### Signal wires on met1

Scale: 8 px per um. Cells faint in the background.
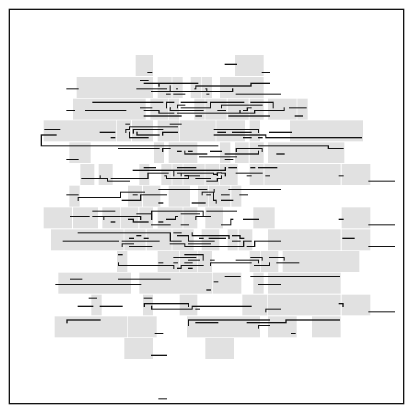
### M2 wires

Scale: 10 px per um.
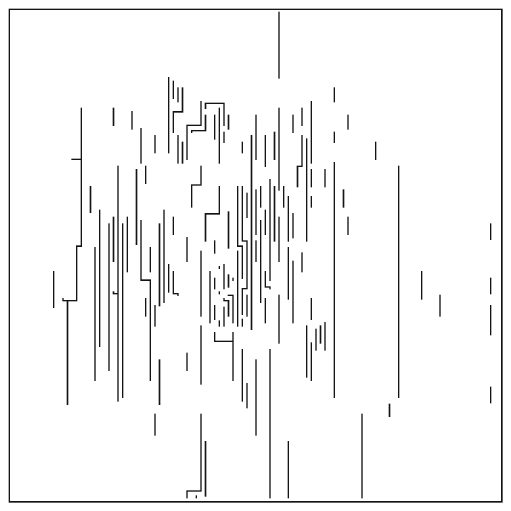
### The metal 3 layer

Scale: 6 px per um. Cells faint in the background.
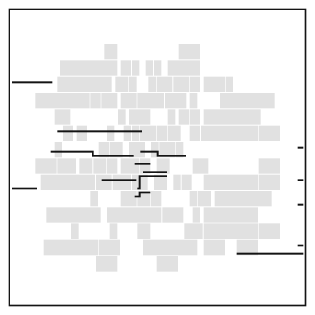
### Routing congestion

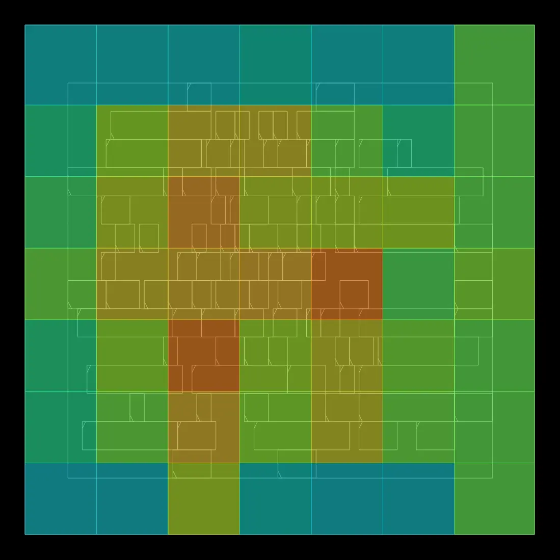
### src/rtl/tl_pkg.sv
// rtl/tl_pkg.sv - shared phase states and lamp encodings for the traffic sequencer
package tl_pkg;

   typedef enum logic [2:0] {
      MAIN_GRN = 3'd0,
      MAIN_EXT = 3'd1,
      MAIN_YEL = 3'd2,
      WALK     = 3'd3,
      SIDE_GRN = 3'd4,
      SIDE_EXT = 3'd5,
      SIDE_YEL = 3'd6
   } state_e;

   localparam logic [2:0] RED = 3'b100;
   localparam logic [2:0] YEL = 3'b010;
   localparam logic [2:0] GRN = 3'b001;

endpackage

### src/rtl/traffic_phase_controller_if.sv
// rtl/traffic_phase_controller_if.sv - timing, request and lamp signals of the sequencer
interface traffic_phase_controller_if;

   logic       tick;
   logic       sensor;
   logic       wr;
   logic       wr_reset;
   logic [2:0] main_light;
   logic [2:0] side_light;
   logic       walk_lamp;

   modport master (
      input  tick, sensor, wr,
      output wr_reset, main_light, side_light, walk_lamp
   );

   modport slave (
      output tick, sensor, wr,
      input  wr_reset, main_light, side_light, walk_lamp
   );

endinterface

### src/rtl/phase_timer.sv
// rtl/phase_timer.sv - tick-driven phase down-counter, expire on the tick that finds zero
module phase_timer #(
   parameter int            CW      = 4,
   parameter logic [CW-1:0] RST_VAL = '0
) (
   input  logic          clk,
   input  logic          rst_n,
   input  logic          load,
   input  logic [CW-1:0] load_val,
   input  logic          tick,
   output logic          expire
);

   logic [CW-1:0] cnt;

   assign expire = (cnt == '0) && tick;

   // load wins over decrement so the new phase starts with its full count
   always_ff @(posedge clk or negedge rst_n) begin
      if (!rst_n) begin
         cnt <= RST_VAL;
      end else if (load) begin
         cnt <= load_val;
      end else if (tick && (cnt != '0)) begin
         cnt <= cnt - 1'b1;
      end
   end

endmodule

### src/rtl/traffic_phase_controller.sv
// rtl/traffic_phase_controller.sv - main/side street light sequencer with walk phase
module traffic_phase_controller
   import tl_pkg::*;
#(
   parameter int T_MAIN = 6,
   parameter int T_SIDE = 3,
   parameter int T_EXT  = 3,
   parameter int T_YEL  = 2,
   parameter int T_WALK = 3,
   parameter int CW     = 4
) (
   input  logic                          clk,
   input  logic                          rst_n,
   traffic_phase_controller_if.master    bus
);

   state_e        state;
   state_e        nxt;
   logic          load;
   logic          expire;
   logic [CW-1:0] load_val;

   function automatic logic [CW-1:0] dur_m1(input state_e s);
      case (s)
         MAIN_EXT, SIDE_EXT: return CW'(T_EXT - 1);
         MAIN_YEL, SIDE_YEL: return CW'(T_YEL - 1);
         WALK:               return CW'(T_WALK - 1);
         SIDE_GRN:           return CW'(T_SIDE - 1);
         default:            return CW'(T_MAIN - 1);
      endcase
   endfunction

   function automatic logic [2:0] main_dec(input state_e s);
      case (s)
         MAIN_GRN, MAIN_EXT: return GRN;
         MAIN_YEL:           return YEL;
         default:            return RED;
      endcase
   endfunction

   function automatic logic [2:0] side_dec(input state_e s);
      case (s)
         SIDE_GRN, SIDE_EXT: return GRN;
         SIDE_YEL:           return YEL;
         default:            return RED;
      endcase
   endfunction

   // every transition happens on the expiring tick, so that is also the timer reload
   always_comb begin
      nxt  = state;
      load = expire;
      case (state)
         MAIN_GRN: if (expire) nxt = bus.sensor ? MAIN_EXT : MAIN_YEL;
         MAIN_EXT: if (expire) nxt = MAIN_YEL;
         MAIN_YEL: if (expire) nxt = bus.wr ? WALK : SIDE_GRN;
         WALK:     if (expire) nxt = SIDE_GRN;
         SIDE_GRN: if (expire) nxt = bus.sensor ? SIDE_EXT : SIDE_YEL;
         SIDE_EXT: if (expire) nxt = SIDE_YEL;
         SIDE_YEL: if (expire) nxt = MAIN_GRN;
         default: begin
            nxt  = MAIN_GRN;
            load = 1'b1;
         end
      endcase
      load_val = dur_m1(nxt);
   end

   phase_timer #(
      .CW      (CW),
      .RST_VAL (CW'(T_MAIN - 1))
   ) u_phase_timer (
      .clk      (clk),
      .rst_n    (rst_n),
      .load     (load),
      .load_val (load_val),
      .tick     (bus.tick),
      .expire   (expire)
   );

   // lamps are registered from the next state, so they track the state register exactly
   always_ff @(posedge clk or negedge rst_n) begin
      if (!rst_n) begin
         state          <= MAIN_GRN;
         bus.main_light <= GRN;
         bus.side_light <= RED;
         bus.walk_lamp  <= 1'b0;
         bus.wr_reset   <= 1'b0;
      end else begin
         state          <= nxt;
         bus.main_light <= main_dec(nxt);
         bus.side_light <= side_dec(nxt);
         bus.walk_lamp  <= (nxt == WALK);
         bus.wr_reset   <= (nxt == WALK) && (state != WALK);
      end
   end

endmodule

### src/flat_wrapper.sv
// flat-port wrapper written by rule: the top's interface ports become plain ports
module traffic_phase_controller_flat import tl_pkg::*;
#(
   parameter int T_MAIN = 6,
   parameter int T_SIDE = 3,
   parameter int T_EXT  = 3,
   parameter int T_YEL  = 2,
   parameter int T_WALK = 3,
   parameter int CW     = 4
)
  (clk, rst_n, bus_tick, bus_sensor, bus_wr, bus_wr_reset, bus_main_light, bus_side_light, bus_walk_lamp);
  traffic_phase_controller_if bus_i ();
  input  logic clk;
  input  logic rst_n;
  input wire logic [$bits(bus_i.tick)-1:0] bus_tick;
  input wire logic [$bits(bus_i.sensor)-1:0] bus_sensor;
  input wire logic [$bits(bus_i.wr)-1:0] bus_wr;
  output wire logic [$bits(bus_i.wr_reset)-1:0] bus_wr_reset;
  output wire logic [$bits(bus_i.main_light)-1:0] bus_main_light;
  output wire logic [$bits(bus_i.side_light)-1:0] bus_side_light;
  output wire logic [$bits(bus_i.walk_lamp)-1:0] bus_walk_lamp;
  assign bus_i.tick = bus_tick;
  assign bus_i.sensor = bus_sensor;
  assign bus_i.wr = bus_wr;
  assign bus_wr_reset = bus_i.wr_reset;
  assign bus_main_light = bus_i.main_light;
  assign bus_side_light = bus_i.side_light;
  assign bus_walk_lamp = bus_i.walk_lamp;
  traffic_phase_controller #(.T_MAIN(T_MAIN), .T_SIDE(T_SIDE), .T_EXT(T_EXT), .T_YEL(T_YEL), .T_WALK(T_WALK), .CW(CW)) u_core (.clk(clk), .rst_n(rst_n), .bus(bus_i));
endmodule
### config.mk
export PLATFORM = sky130hd
export DESIGN_NAME = traffic_phase_controller_flat
export DESIGN_NICKNAME = d
export VERILOG_FILES = /design/src/rtl/tl_pkg.sv /design/src/rtl/traffic_phase_controller_if.sv /design/src/rtl/phase_timer.sv /design/src/rtl/traffic_phase_controller.sv /design/src/flat_wrapper.sv
export SDC_FILE = /design/constraint.sdc
export NUM_CORES = 1
export LEC_CHECK = 0
export CAP_MARGIN = 20
export CORE_MARGIN = 4
export CORE_UTILIZATION = 45
export DETAILED_ROUTE_END_ITERATION = 12
export PLACE_DENSITY = 0.75
export SLEW_MARGIN = 20
export SYNTH_ARGS = -nofsm -noshare
export SYNTH_HDL_FRONTEND = slang
export SYNTH_HIERARCHICAL = 1
export SYNTH_SLANG_ARGS = --single-unit
### constraint.sdc
create_clock -name clk -period 2.9 [get_ports clk]
set_input_delay 0.725 -clock clk [delete_from_list [all_inputs] [get_ports clk]]
set_output_delay 0.725 -clock clk [all_outputs]
set_load 0.01 [all_outputs]
==> flow_metrics.py <==
# Metrics from the implementation run
metrics = {
    "run_status": {
        "status": "completed",
    },
    "logic_synthesis": {
        "xor_share_pct": 1.15,
        "syn_nets": 86,
        "yosysWarnings": 6,
        "edf_count": 0,
        "synth_flops": 15,
        "netlist_area_sq_um": 761,
        "yosys-top-cells-count": "11 x dfrtp_1, 11 x nand2_1, 6 x inv_1",
        "synth_seq_share_pct": 50.0,
    },
    "power_and_ir_drop": {
        "pwr-share-comb_pct": 46.2,
        "switchingPower_w": 0.000333,
        "pg_comb_w": 0.000417,
        "powerClk_w": 0.000110,
        "total_leakage_power_nw": 0.412,
        "swShare_pct": 36.8,
        "finalPower_w": 0.000903,
    },
    "route": {
        "num_vias": 613,
        "ant_nets": 0,
        "wl_met1_um": 602,
        "drt-initial-drc-count": 14,
        "met3_length_um": 80,
        "wl_met2_um": 634,
        "finalWirelength_um": 1330,
        "first_pass_iters": 4,
        "route.detailed.drc": 0,
    },
    "global_route": {
        "grt_overflow": 0,
        "grt_pass1_wl_um": 2390,
        "grt_max_degree": 16,
    },
    "final_timing": {
        "fin_ws_ns": 0.770,
        "setup_viol": 0,
        "max_slew_margin_pct": 58.8,
        "rsz0062_at_grt": "false",
        "fin_setup_tns_ns": 0,
        "report.final.slew_viol_count": 0,
    },
    "setup_path": {
        "end_kind": "flop",
        "reg2regPathDepth": 8,
        "critPathMaxStageDelay_ns": 0.51,
        "crit_chain": "clkdlybuf4s50_1 -> nand2_1 -> nor3_1 -> inv_1 -> nand2_1 -> nor3_1 -> a221o_1",
        "r2r-end": "u_core/u_phase_timer/cnt[1]$_DFFE_PN0P_",
        "endpoint": "u_core/u_phase_timer/cnt[3]$_DFFE_PN0P_",
        "cp_slowest_cell": "clkdlybuf4s50_1",
    },
    "layout": {
        "final_cells": 110,
        "clkbuf_count": 4,
        "seq_share_pct": 41.3,
        "n_all_buffers": 13,
        "fill_cells": 122,
        "drive_gt1_share_pct": 11.7,
        "fin_area_sq_um": 921,
        "seq_cells": 15,
        "diodes": 0,
        "inv_count": 6,
        "sh_comb_area_pct": 37.4,
        "top_register": "u_core/u_phase_timer/cnt",
        "nets": 101,
        "largest_reg_flops": 4,
    },
    "placement": {
        "dp_cells": 106,
        "pre_cts_slack_ns": 0.470,
    },
    "die": {
        "dieHeight_um": 49.1,
        "pin_count": 13,
    },
    "clock_tree": {
        "root_buffer": "clkbuf_4",
        "cts_max_level": 1,
        "insertion_delay_ns": 0.27,
    },
    "job": {
        "warning_count": 26,
    },
}
Back to the opening pictures, 'Signal wires on met1':
- wire length on this layer: 602 um
- main direction: horizontal
- share of all routed wire: 45%

Back to the opening pictures, 'M2 wires':
- nets with wire on the layer: 82
- wire length on this layer: 635 um
- share of all routed wire: 48%
- main direction: vertical
- longest straight run: 23.5 um

Back to the opening pictures, 'The metal 3 layer':
- nets with wire on the layer: 13
- wire length on this layer: 80.9 um

Back to the opening pictures, 'Routing congestion':
wire per inst: 12.1 um
final core utilization: 59.1%
Most Crowded Layer GR: met2
All-Layer GR Usage: 13.0%
GRT met2 Usage: 21.0%

No activity file was given, so power comes from the tool's default toggle rates.
